==> src/rtl/puzzle_pkg.sv <==
// Shared definitions for the sliding-tile successor generator: move directions,
// FSM states and the state-word layout helpers for an N x N board.
package puzzle_pkg;

  // Direction of the blank's motion; the reverse of d is d ^ 1.
  localparam logic [1:0] UP    = 2'd0;
  localparam logic [1:0] DOWN  = 2'd1;
  localparam logic [1:0] LEFT  = 2'd2;
  localparam logic [1:0] RIGHT = 2'd3;

  typedef enum logic [0:0] {
    StIdle,
    StExpand
  } state_e;

  function automatic int unsigned calc_tile_w(int unsigned n);
    return $clog2(n * n);
  endfunction

  function automatic int unsigned calc_tiles_w(int unsigned n);
    return n * n * calc_tile_w(n);
  endfunction

  function automatic int unsigned calc_state_w(int unsigned n, int unsigned depth_w);
    return calc_tile_w(n) + depth_w + 3 + calc_tiles_w(n);
  endfunction

  // Field offsets, MSB to LSB: {pos, depth, last_valid, last_dir[2], tiles}.
  function automatic int unsigned off_last_dir(int unsigned n);
    return calc_tiles_w(n);
  endfunction

  function automatic int unsigned off_last_valid(int unsigned n);
    return calc_tiles_w(n) + 2;
  endfunction

  function automatic int unsigned off_depth(int unsigned n);
    return calc_tiles_w(n) + 3;
  endfunction

  function automatic int unsigned off_pos(int unsigned n, int unsigned depth_w);
    return calc_tiles_w(n) + 3 + depth_w;
  endfunction

  function automatic int unsigned pos_row(int unsigned pos, int unsigned n);
    return pos / n;
  endfunction

  function automatic int unsigned pos_col(int unsigned pos, int unsigned n);
    return pos % n;
  endfunction

endpackage

==> src/rtl/puzzle_expander_blank_mover.sv <==
// Combinational single-move engine: slides the blank one cell in the given
// direction, swapping the target tile into the old blank position.
module blank_mover
  import puzzle_pkg::*;
#(
  parameter int unsigned N = 3,
  localparam int unsigned TILE_W = calc_tile_w(N),
  localparam int unsigned TILES_W = calc_tiles_w(N)
) (
  input  logic [TILES_W-1:0] tiles_i,
  input  logic [TILE_W-1:0]  pos_i,
  input  logic [1:0]         dir_i,
  output logic [TILES_W-1:0] tiles_o,
  output logic [TILE_W-1:0]  pos_o,
  output logic               onboard_o
);

  localparam int unsigned Cells = N * N;

  // Resolve the target cell, then swap it with the blank when it is on the board.
  always_comb begin
    int unsigned p;
    int unsigned row;
    int unsigned col;
    int unsigned tgt;
    p         = 32'(pos_i);
    row       = pos_row(p, N);
    col       = pos_col(p, N);
    tgt       = p;
    onboard_o = 1'b0;
    tiles_o   = tiles_i;
    pos_o     = pos_i;
    if (p < Cells) begin
      unique case (dir_i)
        UP:    if (row > 0)     begin onboard_o = 1'b1; tgt = p - N; end
        DOWN:  if (row < N - 1) begin onboard_o = 1'b1; tgt = p + N; end
        LEFT:  if (col > 0)     begin onboard_o = 1'b1; tgt = p - 1; end
        RIGHT: if (col < N - 1) begin onboard_o = 1'b1; tgt = p + 1; end
      endcase
    end
    if (onboard_o) begin
      tiles_o[p*TILE_W +: TILE_W]   = tiles_i[tgt*TILE_W +: TILE_W];
      tiles_o[tgt*TILE_W +: TILE_W] = '0;
      pos_o                         = TILE_W'(tgt);
    end
  end

endmodule

==> src/rtl/puzzle_expander.sv <==
// Successor-state generator: takes one parent board and streams each legal
// child, in ascending direction order, through a one-entry output register.
module puzzle_expander
  import puzzle_pkg::*;
#(
  parameter int unsigned N = 3,
  parameter int unsigned DEPTH_W = 4,
  localparam int unsigned TILE_W = calc_tile_w(N),
  localparam int unsigned TILES_W = calc_tiles_w(N),
  localparam int unsigned STATE_W = calc_state_w(N, DEPTH_W)
) (
  input  logic               clk_i,
  input  logic               rst_i,
  input  logic               in_valid_i,
  output logic               in_ready_o,
  input  logic [STATE_W-1:0] in_state_i,
  input  logic [DEPTH_W-1:0] depth_limit_i,
  input  logic [TILES_W-1:0] goal_tiles_i,
  output logic               out_valid_o,
  input  logic               out_ready_i,
  output logic [STATE_W-1:0] out_state_o,
  output logic               out_goal_o,
  output logic               out_last_o,
  output logic               empty_pulse_o,
  output logic               err_pulse_o,
  output logic [15:0]        child_cnt_o
);

  localparam int unsigned Cells    = N * N;
  localparam int unsigned OffLd    = off_last_dir(N);
  localparam int unsigned OffLv    = off_last_valid(N);
  localparam int unsigned OffDepth = off_depth(N);
  localparam int unsigned OffPos   = off_pos(N, DEPTH_W);

  function automatic logic [3:0] legal_mask(logic [TILE_W-1:0] pos, logic [DEPTH_W-1:0] depth,
                                            logic lv, logic [1:0] ld, logic [DEPTH_W-1:0] limit);
    logic [3:0]  m;
    int unsigned row;
    int unsigned col;
    row      = pos_row(32'(pos), N);
    col      = pos_col(32'(pos), N);
    m[UP]    = row > 0;
    m[DOWN]  = row < N - 1;
    m[LEFT]  = col > 0;
    m[RIGHT] = col < N - 1;
    if (lv) m[ld ^ 2'b01] = 1'b0;
    if (depth >= limit) m = '0;
    return m;
  endfunction

  state_e               state_q, state_d;
  logic [STATE_W-1:0]   parent_q, parent_d;
  logic [2:0]           dir_cnt_q, dir_cnt_d;
  logic [STATE_W-1:0]   out_state_q, out_state_d;
  logic                 out_valid_q, out_valid_d;
  logic                 out_goal_q, out_goal_d;
  logic                 out_last_q, out_last_d;
  logic                 empty_q, empty_d;
  logic                 err_q, err_d;
  logic [15:0]          child_cnt_q;

  logic [TILE_W-1:0]    in_pos, p_pos, mv_pos;
  logic [DEPTH_W-1:0]   p_depth;
  logic [TILES_W-1:0]   p_tiles, mv_tiles;
  logic [3:0]           mask_in, mask_p;
  logic [1:0]           sel_dir;
  logic                 found, is_last, mv_onboard, load_free;

  assign in_pos  = in_state_i[OffPos +: TILE_W];
  assign p_pos   = parent_q[OffPos +: TILE_W];
  assign p_depth = parent_q[OffDepth +: DEPTH_W];
  assign p_tiles = parent_q[TILES_W-1:0];
  assign mask_in = legal_mask(in_pos, in_state_i[OffDepth +: DEPTH_W], in_state_i[OffLv],
                              in_state_i[OffLd +: 2], depth_limit_i);
  assign mask_p  = legal_mask(p_pos, p_depth, parent_q[OffLv], parent_q[OffLd +: 2],
                              depth_limit_i);

  // Priority search: lowest legal direction not yet emitted, and whether any follows it.
  always_comb begin
    found   = 1'b0;
    sel_dir = '0;
    is_last = 1'b1;
    for (int d = 3; d >= 0; d--) begin
      if (mask_p[d] && 3'(d) >= dir_cnt_q) begin
        found   = 1'b1;
        sel_dir = 2'(d);
      end
    end
    for (int d = 0; d < 4; d++) begin
      if (mask_p[d] && 2'(d) > sel_dir) is_last = 1'b0;
    end
  end

  blank_mover #(
    .N(N)
  ) u_mover (
    .tiles_i  (p_tiles),
    .pos_i    (p_pos),
    .dir_i    (sel_dir),
    .tiles_o  (mv_tiles),
    .pos_o    (mv_pos),
    .onboard_o(mv_onboard)
  );

  assign load_free = !out_valid_q || out_ready_i;

  // Next-state: parent capture in idle, one child load per free output slot in expand.
  always_comb begin
    state_d     = state_q;
    parent_d    = parent_q;
    dir_cnt_d   = dir_cnt_q;
    out_state_d = out_state_q;
    out_goal_d  = out_goal_q;
    out_last_d  = out_last_q;
    out_valid_d = out_valid_q && !out_ready_i;
    empty_d     = 1'b0;
    err_d       = 1'b0;
    unique case (state_q)
      StIdle: begin
        if (in_valid_i) begin
          parent_d  = in_state_i;
          dir_cnt_d = '0;
          if (32'(in_pos) >= Cells) err_d = 1'b1;
          else if (mask_in == 4'b0000) empty_d = 1'b1;
          else state_d = StExpand;
        end
      end
      StExpand: begin
        if (found && mv_onboard && load_free) begin
          out_valid_d = 1'b1;
          out_state_d = {mv_pos, p_depth + DEPTH_W'(1), 1'b1, sel_dir, mv_tiles};
          out_goal_d  = (mv_tiles == goal_tiles_i);
          out_last_d  = is_last;
          dir_cnt_d   = 3'(sel_dir) + 3'd1;
          if (is_last) state_d = StIdle;
        end
      end
    endcase
  end

  // State registers with synchronous reset; the accepted-child counter saturates.
  always_ff @(posedge clk_i) begin
    if (rst_i) begin
      state_q     <= StIdle;
      parent_q    <= '0;
      dir_cnt_q   <= '0;
      out_state_q <= '0;
      out_valid_q <= 1'b0;
      out_goal_q  <= 1'b0;
      out_last_q  <= 1'b0;
      empty_q     <= 1'b0;
      err_q       <= 1'b0;
      child_cnt_q <= '0;
    end else begin
      state_q     <= state_d;
      parent_q    <= parent_d;
      dir_cnt_q   <= dir_cnt_d;
      out_state_q <= out_state_d;
      out_valid_q <= out_valid_d;
      out_goal_q  <= out_goal_d;
      out_last_q  <= out_last_d;
      empty_q     <= empty_d;
      err_q       <= err_d;
      if (out_valid_q && out_ready_i && child_cnt_q != 16'hFFFF) begin
        child_cnt_q <= child_cnt_q + 16'd1;
      end
    end
  end

  assign in_ready_o    = (state_q == StIdle);
  assign out_valid_o   = out_valid_q;
  assign out_state_o   = out_state_q;
  assign out_goal_o    = out_goal_q;
  assign out_last_o    = out_last_q;
  assign empty_pulse_o = empty_q;
  assign err_pulse_o   = err_q;
  assign child_cnt_o   = child_cnt_q;

endmodule
==> config.mk <==
export PLATFORM = sky130hd
export DESIGN_NAME = puzzle_expander
export DESIGN_NICKNAME = d
export VERILOG_FILES = /design/src/rtl/puzzle_pkg.sv /design/src/rtl/puzzle_expander_blank_mover.sv /design/src/rtl/puzzle_expander.sv
export SDC_FILE = /design/constraint.sdc
export NUM_CORES = 1
export LEC_CHECK = 0
export CAP_MARGIN = 20
export CELL_PAD_IN_SITES_DETAIL_PLACEMENT = 1
export CELL_PAD_IN_SITES_GLOBAL_PLACEMENT = 1
export CORE_MARGIN = 10
export CORE_UTILIZATION = 39
export DETAILED_ROUTE_END_ITERATION = 6
export GPL_TIMING_DRIVEN = 0
export PLACE_DENSITY_LB_ADDON = 0.2
export SLEW_MARGIN = 10
export SYNTH_ARGS = -nofsm -noshare
export SYNTH_HDL_FRONTEND = slang
export SYNTH_SLANG_ARGS = --single-unit
==> constraint.sdc <==
create_clock -name clk_i -period 11.95 [get_ports clk_i]
set_input_delay 3.585 -clock clk_i [delete_from_list [all_inputs] [get_ports clk_i]]
set_output_delay 3.585 -clock clk_i [all_outputs]
set_load 0.1 [all_outputs]
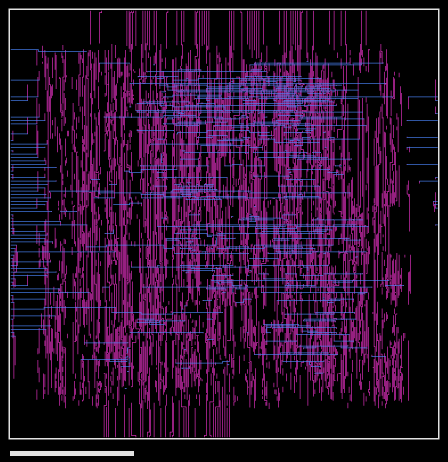
**Above:** metal layers overlaid.
Bar = 50 microns. Two of the layers only.
Key: metal 2 = magenta [wire length 21.5 mm]; metal 3 = blue [wire length 4870 microns]
GRT Overall Usage: 31.04%
final wirelength: 48390 microns
Avg WL per Cell: 27.60 microns

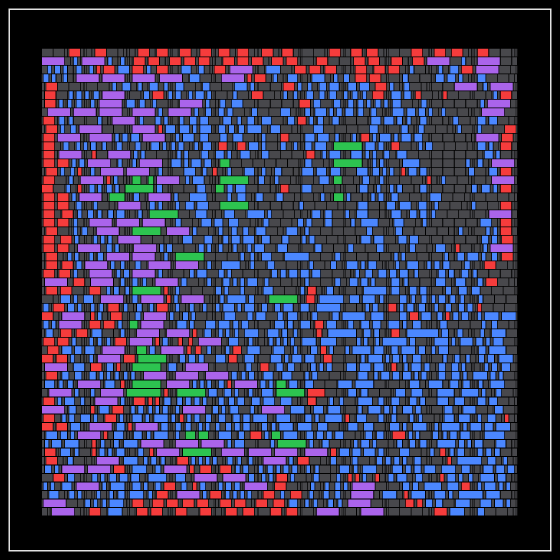
**Above:** placement by cell class.
Fill, decap, tap and diode cells in grey.
Key: remaining buffers and delay cells = red [cells 236, share of their area 17%]; sequential cells = purple [cells 119, share of their area 21%]; combinational and other logic = blue [cells 1053, share of their area 57%]; clock drivers and dummy loads = green [cells 31, share of their area 4.9%]

==> ci_impl_report.md <==
## PnR job results

| Metric | Value |
|---|---|
| Worst-path fanout max | `10` |
| DIE HEIGHT | `172.8 microns` |
| Clk pwr | `513 uW` |
| Dominant logic cell type in the layout | `nand2_1` |
| Sw Ratio | `50.69%` |
| Post_cts resized | `10` |
| Fin area | `0.01191 sq mm` |
| Slowest cell on crit path | `or4_1` |
| Fin. Hold Viols | `0` |
| Combinational share of power | `55.0%` |
| Status | `finished, final reports clean` |
| Max Freq | `0.08660 GHz` |
| Max VDD drop | `0.0001073 V` |
| Distinct lib cells | `108` |
| Worst hold endpoint | `parent_q[1]` |
| Worst Reg2Reg Path Length in Cells | `41` |
| YS chip area | `0.009102 sq mm` |
| Area leader share | `26.17%` |
| H-tree depth | `4` |
| Post-CTS Setup Bufs | `3` |
| Ys cells | `1238` |
| Final std cells w/o fill | `1753` |
| Skew final | `15.80 ps` |
| Worst hold stages | `2` |
| Crit share post-route | `96.63%` |
| Routed wl met3 | `4871 microns` |
| Crit. End Element | `flop` |
| Non-clock buffering overhead | `16.76%` |
| Max-cap violations | `0` |
| Signal arrival time at the worst endpoint | `11920 ps` |
| Flops | `119` |
| Max stage delay on crit path | `550 ps` |
| Global-route wire length before repair | `72160 microns` |
| Family with the most delay on the worst path | `AND-OR/OR-AND gates` |
| Tmin final | `11550 ps` |
| HP Class | `reg -> reg` |
| Drt initial violations | `1200` |
| Final Core Density | `52.27%` |
| Most common logic cells in the final layout | `203 x nand2_1, 159 x clkdlybuf4s50_1, 133 x nor2_1` |
| Leak Pwr | `0.004196 uW` |
| Gate Count Post-Synth | `1238` |
| Synthesized Nets | `1362` |
| Fill count | `2854` |
| Fin nets | `1551` |
| Pwr per Cell Area | `180.0 mW/mm^2` |
| Worst Setup SP | `depth_limit_i[0]` |
| RSZ-0062 raised after global routing | `false` |
| Pre-antenna DRT Iters | `5` |
| Hold_ws | `459.8 ps` |
| Top cells by count, synth | `204 x nand2_1, 134 x nor2_1, 119 x dfxtp_1` |
| Clk Latency, worst-skew pair | `430 ps` |
| Sequential cell fraction of total power | `21.1%` |
| Critical Path Stages | `35` |
| # DRC | `0` |
| IO Port Bufs | `159` |
| ClkCell Share | `4.740%` |
| Ys Warns | `0` |
| Site Rows | `55` |
| N_taps | `313` |
| CP Buf/Inv Count | `3` |
| Register fraction of the total cell area | `20.01%` |
| Clk pin slew, worst setup/hold paths | `60 ps` |
| Final setup vio count | `0` |
| Logic share of the area | `53.33%` |
| Met2 Usage GRT | `48.08%` |
| Cts bufs inserted | `17` |
| Worst EP required | `12330 ps` |
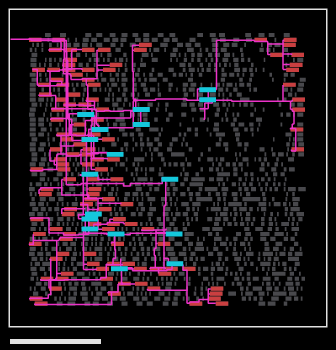
**Above:** routed clock nets over the placement.
Bar = 50 microns.
Key: clock wires = magenta [length 2130 microns]; clock drivers = cyan [count 17]; flip-flops = red [count 119]
There are 18 routed clock nets.

No activity file was given, so power comes from the tool's default toggle rates.
